Design axi_cmd_master, sky130hd; sources not shown.
Fig. 1: run 1, wire density map
Scale: 2 px per um. The die is cut into 34 by 34 equal tiles; dark blue is low, red is high, scaled to the fullest tile. Values are wire area over tile area, all layers added.
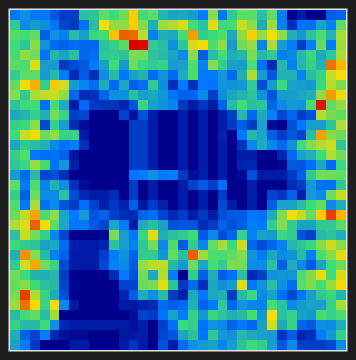
The fullest tile reaches 0.48. The mean over all tiles is 0.15. 20% of the tiles are over half the peak. 12% of the tiles are nearly empty. The emptiest ninth of the die: center.
Total GRT Usage: 17.87%
Post-Route WL: 26050 um
detail-routed net length per standard cell: 17.17 um

Fig. 2: run 1, pin placement
Scale: 3 px per um. Pins as bars across the die edge, other pins in gray.
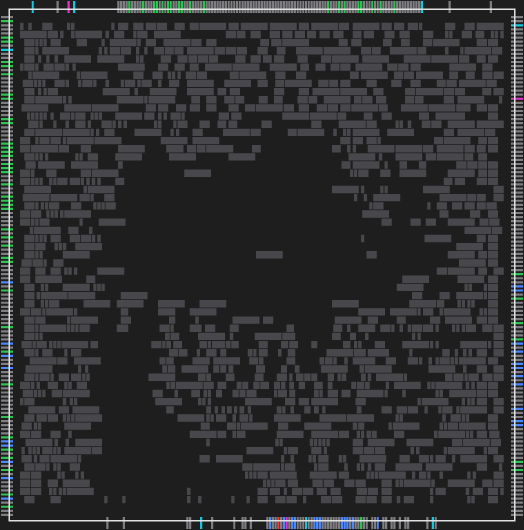
Key: magenta = `awsize` [pins 3, direction output, edge 1 right, 1 top, 1 bottom]; blue = `req_addr` [pins 32, direction input, edge 12 bottom, 11 right, 9 left]; red = `rready` [pins 1, direction output, edge bottom]; cyan = `awlen` [pins 8, direction output, edge 3 bottom, 3 top, 1 right, 1 left]; green = `wdata` [pins 64, direction output, edge 38 left, 19 top, 6 right, 1 bottom]
Port Buffers: 395
Die X: 168 um
Die Y: 170 um

Fig. 3: run 1, M3 wires
Scale: 3 px per um.
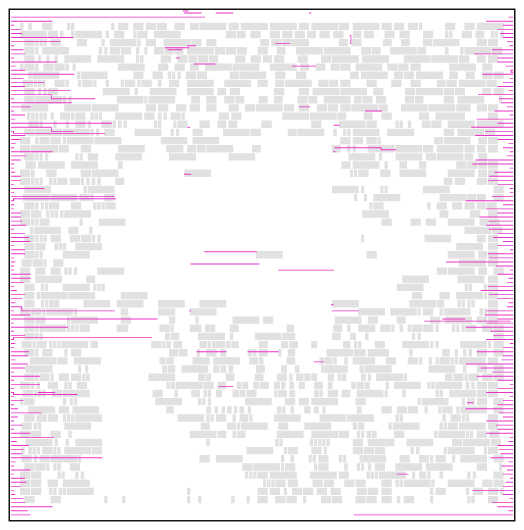
The longest straight run is 64.4 um. 264 nets have wire on it. The wires run mostly horizontal.
Vias: 6978
GR Layer Usage met3: 4.390%

==> reports/metrics.cfg, run 1 <==
[timing]
finalMaxSlewViolations = 0
fin_skew_ns = 0.01399
tns_ns = 0
fmax_ghz = 0.4308
tightest_slew_ns = 0.7647
worst_hold_slack_ns = 0.3932
finalHoldViolCount = 0
period_minus_slack_ns = 2.321

[placement]
hpwlAfterDp_um = 18660
place.gp.congestion = 0.7717
dp_slack_ns = 0.9902
placed_cell_area_um2 = 12030

[routing]
drc = 0
first_pass_iters = 4
drtIter0Drc = 416
drtAntennaViolNets = 0
drt-vias-per-instance = 4.600

[outcome]
status = finished clean

[clock_network]
cts_num_sinks = 193
cts-resized-gates = 0
postCtsSetupRepairBufs = 0
cts_htree_levels = 4
clockRootBuffer = clkbuf_16
cts_tree = done
clock_path_buffers = 2
path_clk_slew_ns = 0.07
cts_buffers = 17

[final_layout]
finalNetCount = 1353
fin_util_pct = 48.76
final_area_um2 = 12630
drive_above_1_share_pct = 4.661
nFillCells = 2386

[synth]
synth.avg_cell_area_um2 = 9.939
ys.warnings.count = 0
fa_ha_area_share_pct = 0.1539
synth.top_cells.by_count = nand2_1 (340), dfrtp_1 (193), a22o_1 (65)
synthAoiAreaFrac_pct = 11.11
syn_inst = 818
synth_top_area_share_pct = 59.40
synth.distinct_cells = 47
syn_area_um2 = 8130
synthArstFlopShare_pct = 100.0
ys.flops = 193
yosysMostFrequentCell = nand2_1
simple_gate_area_share_pct = 19.68
seq_area_frac_synth_pct = 59.40
ys_sh_mux_pct = 0.3693
xor_area_share_pct = 0.3232
edf_count = 0

[power]
powerSeq_mw = 3.72
p_sw_mw = 3.808
clk-power_mw = 1.81
top_power_group = combinational logic
switching_share_pct = 36.33
p_seq_share_pct = 35.5
clkPwrFrac_pct = 17.2
p_leak_nw = 5.855
power.density_nw_per_um2 = 829.6
irDropWorstVdd_uv = 430.5

[global_routing]
grt_pass1_wl_um = 39380
antenna_found_initial = 2
grt_max_degree = 111
gr-total-overflow = 0

[floorplanning]
core_area_um2 = 25910
dieArea_um2 = 28560
fp_util_pct = 31.38

[setup_path]
crit_type = reg -> reg
setup.worst_path.end_class = flip-flop
r2r_cells = 6
worstPathRequired_ns = 4.05
critPathLaunchType = flip-flop

[run]
warnings = 30
maxCapViolations = 0

## run 1: routing by layer
metal  wire (um)  vias to the layer above  GRT usage [%]
met4         214                        0          3.415
met1       11070                     3361          22.78
met5           0                        -              -
met3        1907                       13          4.390
li1            -                     3302              -
met2       12860                      302          29.36
## run 1: through the flow
stage / cells / power (mW)
5_1_grt: 1517 / 11.15
3_5_place_dp: 1482 / 8.746
3_3_place_gp: 1482 / 8.659
4_1_cts: 1514 / 10.63
6_report: 1517 / 10.48
2_1_floorplan: 843 / 6.012
## run 1: cell type report
cell class	count	area [um^2]	share of cell area, %
Timing Repair Buffer	409	4095	32.41
Multi-Input combinational cell	541	2694	21.32
Tap cell	335	419.2	3.317
Clock buffer	17	425.4	3.367
Inverter	5	18.77	0.1485
Antenna cell	2	5.005	0.03961
Sequential cell	193	4830	38.23
Clock inverter	15	147.6	1.169
## run 1: cell families after synthesis
kind of cell,Yosys count
compound gates,114
xor+xnor,3
fa+ha+maj,1
buf+inv,109
flops,193
mux,3
other cells,2
simple gates,393
## run 1: cells in the final DEF (no fill, tap or decap), types with 3 or more instances in the layout
cell type,Yosys,routed
inv_6,0,6
nand2_1,340,339
buf_4,63,12
o21ai_0,9,9
nor3_1,4,4
conb_1,2,27
a21oi_1,12,12
clkinv_8,0,3
nor2_1,15,15
clkbuf_16,0,17
nand2b_1,6,6
dfrtp_1,193,193
o22a_1,7,7
inv_1,5,6
nor2b_1,3,3
xnor2_1,3,3
mux2i_1,3,3
a31oi_1,3,3
nand3_1,5,5
or3b_1,3,3
a22o_1,65,65
a21boi_0,3,3
clkdlybuf4s50_1,0,394
## run 1: worst max-delay path, stage by stage, from the launching register on
cell,delay (ns)
dfrtp_1,0.55
or3b_1,0.44
nand2_1,0.16
nand2_1,0.11
o21ai_4,0.12
buf_4,0.57
a22o_1,0.25
==> run 1 -> run 2 <==
==> config.mk (replaced) <==
export PLATFORM = sky130hd
export DESIGN_NAME = axi_cmd_master
export DESIGN_NICKNAME = d
export VERILOG_FILES = /design/src/rtl/axi_cmd_master.sv
export SDC_FILE = /design/constraint.sdc
export NUM_CORES = 1
export LEC_CHECK = 0
export ABC_CLOCK_PERIOD_IN_PS = 2000
export CAP_MARGIN = 30
export CORE_ASPECT_RATIO = 0.7
export CORE_MARGIN = 3
export CORE_UTILIZATION = 36
export CTS_BUF_LIST = sky130_fd_sc_hd__clkbuf_16
export DETAILED_ROUTE_END_ITERATION = 7
export MAX_ROUTING_LAYER = met4
export PLACE_DENSITY = 0.81
export SYNTH_ARGS = -nofsm -noshare
export SYNTH_HDL_FRONTEND = slang
export SYNTH_SLANG_ARGS = --single-unit
==> constraint.sdc (replaced) <==
create_clock -name aclk -period 2 [get_ports aclk]
set_input_delay 0.4 -clock aclk [delete_from_list [all_inputs] [get_ports aclk]]
set_output_delay 0.4 -clock aclk [all_outputs]
set_load 0.01 [all_outputs]
Fig. 4: run 2, M3 wires
Scale: 2 px per um.
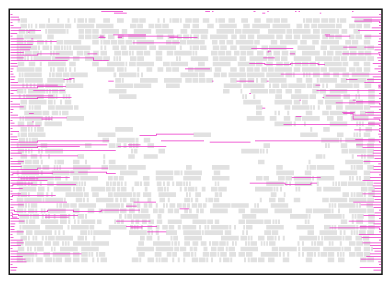
The layer holds 8.9% of the routed length. The longest straight run is 62.1 um. The wires run mostly horizontal.
GR Layer Usage met3: 7.750%
Vias: 7081
Post-Route WL: 27060 um

==> run 2 against run 1 <==
Via count up 1.5%. Cell area up 1.0%. Synthesized cell count unchanged. Count of clock-buffer cells in the layout unchanged. Final cell count down 2.4%. Non-clock buffer count up 15. Setup slack worse by 1.3 ns. Clock skew about the same. Core utilization up 9.4 points. Worst hold slack better by 0.083 ns. Largest cell class unchanged.
==> reports/metrics.cfg, run 2 <==
[outcome]
status = finished clean

[synth]
ys.flops = 193
xor_area_share_pct = 0.3232
ys_top_cells_by_area = dfrtp_1 (59%), nand2_1 (16%), a22o_1 (7.0%), buf_4 (5.8%), buf_2 (1.1%)
yosys_cells = 818
syn_inst = 818
fa_ha_area_share_pct = 0.1539
ys.warnings.count = 0
ys_sh_mux_pct = 0.3693
synth.avg_cell_area_um2 = 9.939
synthAoiAreaFrac_pct = 11.11
syn_area_um2 = 8130
synthTopLogicFamily = simple AND/OR/NAND/NOR gates
seq_area_frac_synth_pct = 59.40
ys.flop_type = dfrtp_1
yosysMostFrequentCell = nand2_1
synth.distinct_cells = 47
synth.top_cells.by_count = nand2_1 (340), dfrtp_1 (193), a22o_1 (65)
top_area_cell = dfrtp_1
synth_top_area_share_pct = 59.40
simple_gate_area_share_pct = 19.68
yosys_area_um2 = 8130
synthArstFlopShare_pct = 100.0
edf_count = 0

[clock_network]
cts_buffers = 17
clock_path_buffers = 2
cts_tree = done
clockRootBuffer = clkbuf_16
worstSkewPairLatency_ns = 0.43
cts_num_sinks = 193
cts_htree_levels = 4
postCtsSetupRepairBufs = 0
path_clk_slew_ns = 0.07

[floorplanning]
fp_util_pct = 37.03
boundaryPins = 423
row_count = 45
fp.dieW_um = 185.6
die_h_um = 131.7
core_area_um2 = 21960
dieArea_um2 = 24450

[routing]
drc = 0
drt-vias-per-instance = 4.781
first_pass_iters = 4
routedWlPerCell_um = 18.27
drtAntennaViolNets = 0
drtIter0Drc = 384

[timing]
finalMaxSlewViolations = 0
period_minus_slack_ns = 1.876
grt_setup_unrepaired = false
fmax_ghz = 0.5330
finalHoldViolCount = 0
final-setup-viol-count = 0
fin_skew_ns = 0.01402
tightest_slew_ns = 0.7122
tns_ns = 0
post-route-period-util_pct = 93.82
setup_ws_ns = 0.1237
relSlewSlack_pct = 51.77

[global_routing]
grt_pass1_wl_um = 41030
gr-total-overflow = 0
first_global_vias = 7038
grt_usage_pct = 22.37
grt_max_degree = 65
antenna_found_initial = 4

[final_layout]
drive_above_1_share_pct = 5.863
final_cell_mix = clkdlybuf4s50_1 (394), nand2_1 (339), dfrtp_1 (191)
lay_top_count = clkdlybuf4s50_1
fin_util_pct = 58.13
finalNetCount = 1368
syn_to_final_growth_pct = 57.00

[placement]
dp_slack_ns = -0.06734
hpwlAfterDp_um = 19890
io_buffers = 395
place.gp.congestion = 0.8344

[setup_path]
cp.arrival_ns = 2.24
crit_type = reg -> reg
setup.worst_path.end_class = flip-flop
r2r_slack_ns = 0.12
critPathLaunchType = flip-flop
path_max_fanout = 64
worstPathRequired_ns = 2.36
r2r_cells = 6

[run]
maxCapViolations = 0
warnings = 26

[power]
power.total_mw = 19.76
irDropWorstVdd_uv = 826.2
power.density_nw_per_um2 = 1548
p_leak_nw = 5.957

[min_path]
whs_path_depth = 2
holdCritPathClass = reg -> reg

## run 2: cell counts after synthesis
Identical to the previous run, type by type.
## run 2: layout make-up
type | instances | area, um^2
sequential | 193 | 4832
clock buffer | 17 | 425.4
timing repair buffer | 424 | 4290
inverter | 5 | 18.77
clock inverter | 14 | 138.9
multi-input combinational | 541 | 2694
fill | 1840 | 9194
antenna | 5 | 12.51
tap | 282 | 352.8
## run 2: logic make-up after synthesis
family / after synthesis
compound gates: 114
xor+xnor: 3
fa+ha+maj: 1
buf+inv: 109
flops: 193
mux: 3
other cells: 2
simple gates: 393
## run 2: power by group
part | internal [mW] | leakage, nW | switching [mW]
Combinational | 5.21 | 3.23 | 4.33
Clock | 1.83 | 0.281 | 1.52
Sequential | 5.68 | 2.45 | 1.18
Total | 12.7 | 5.96 | 7.03
## run 2: stage by stage
step,std cells,hold slack [ns],area (um^2)
floorplan,843,0.1044,8224
global placement,1444,0.3913,12180
detailed placement,1444,0.4033,12180
CTS,1476,0.4637,12750
global route,1480,0.4768,12760
finish,1481,0.4762,12760
## run 2: what timing repair did
action | CTS | global route
hold buffers | 1 | 0
hold endpoints to repair | 42 | 0
resized | 0 | 2
setup endpoints to repair | 0 | 4
## run 2: routing by layer
| layer | vias to the layer above | track usage (%) | part of all wire [%] |
|---|---|---|---|
| li1 | 3323 | - | - |
| met1 | 3426 | 27.29 | 41 |
| met2 | 301 | 35.43 | 48 |
| met3 | 31 | 7.750 | 8.9 |
| met4 | 0 | 6.449 | 2.0 |
| met5 | - | - | 0 |
## run 2: worst max-delay path, cell delays in order (launching register included)
cell and delay (ns):
dfrtp_1 0.45, or3b_1 0.39, nand2_1 0.16, nand2_1 0.11, o21ai_4 0.17, buf_12 0.28
a22o_1 0.20
Power and IR drop assume default switching activity.
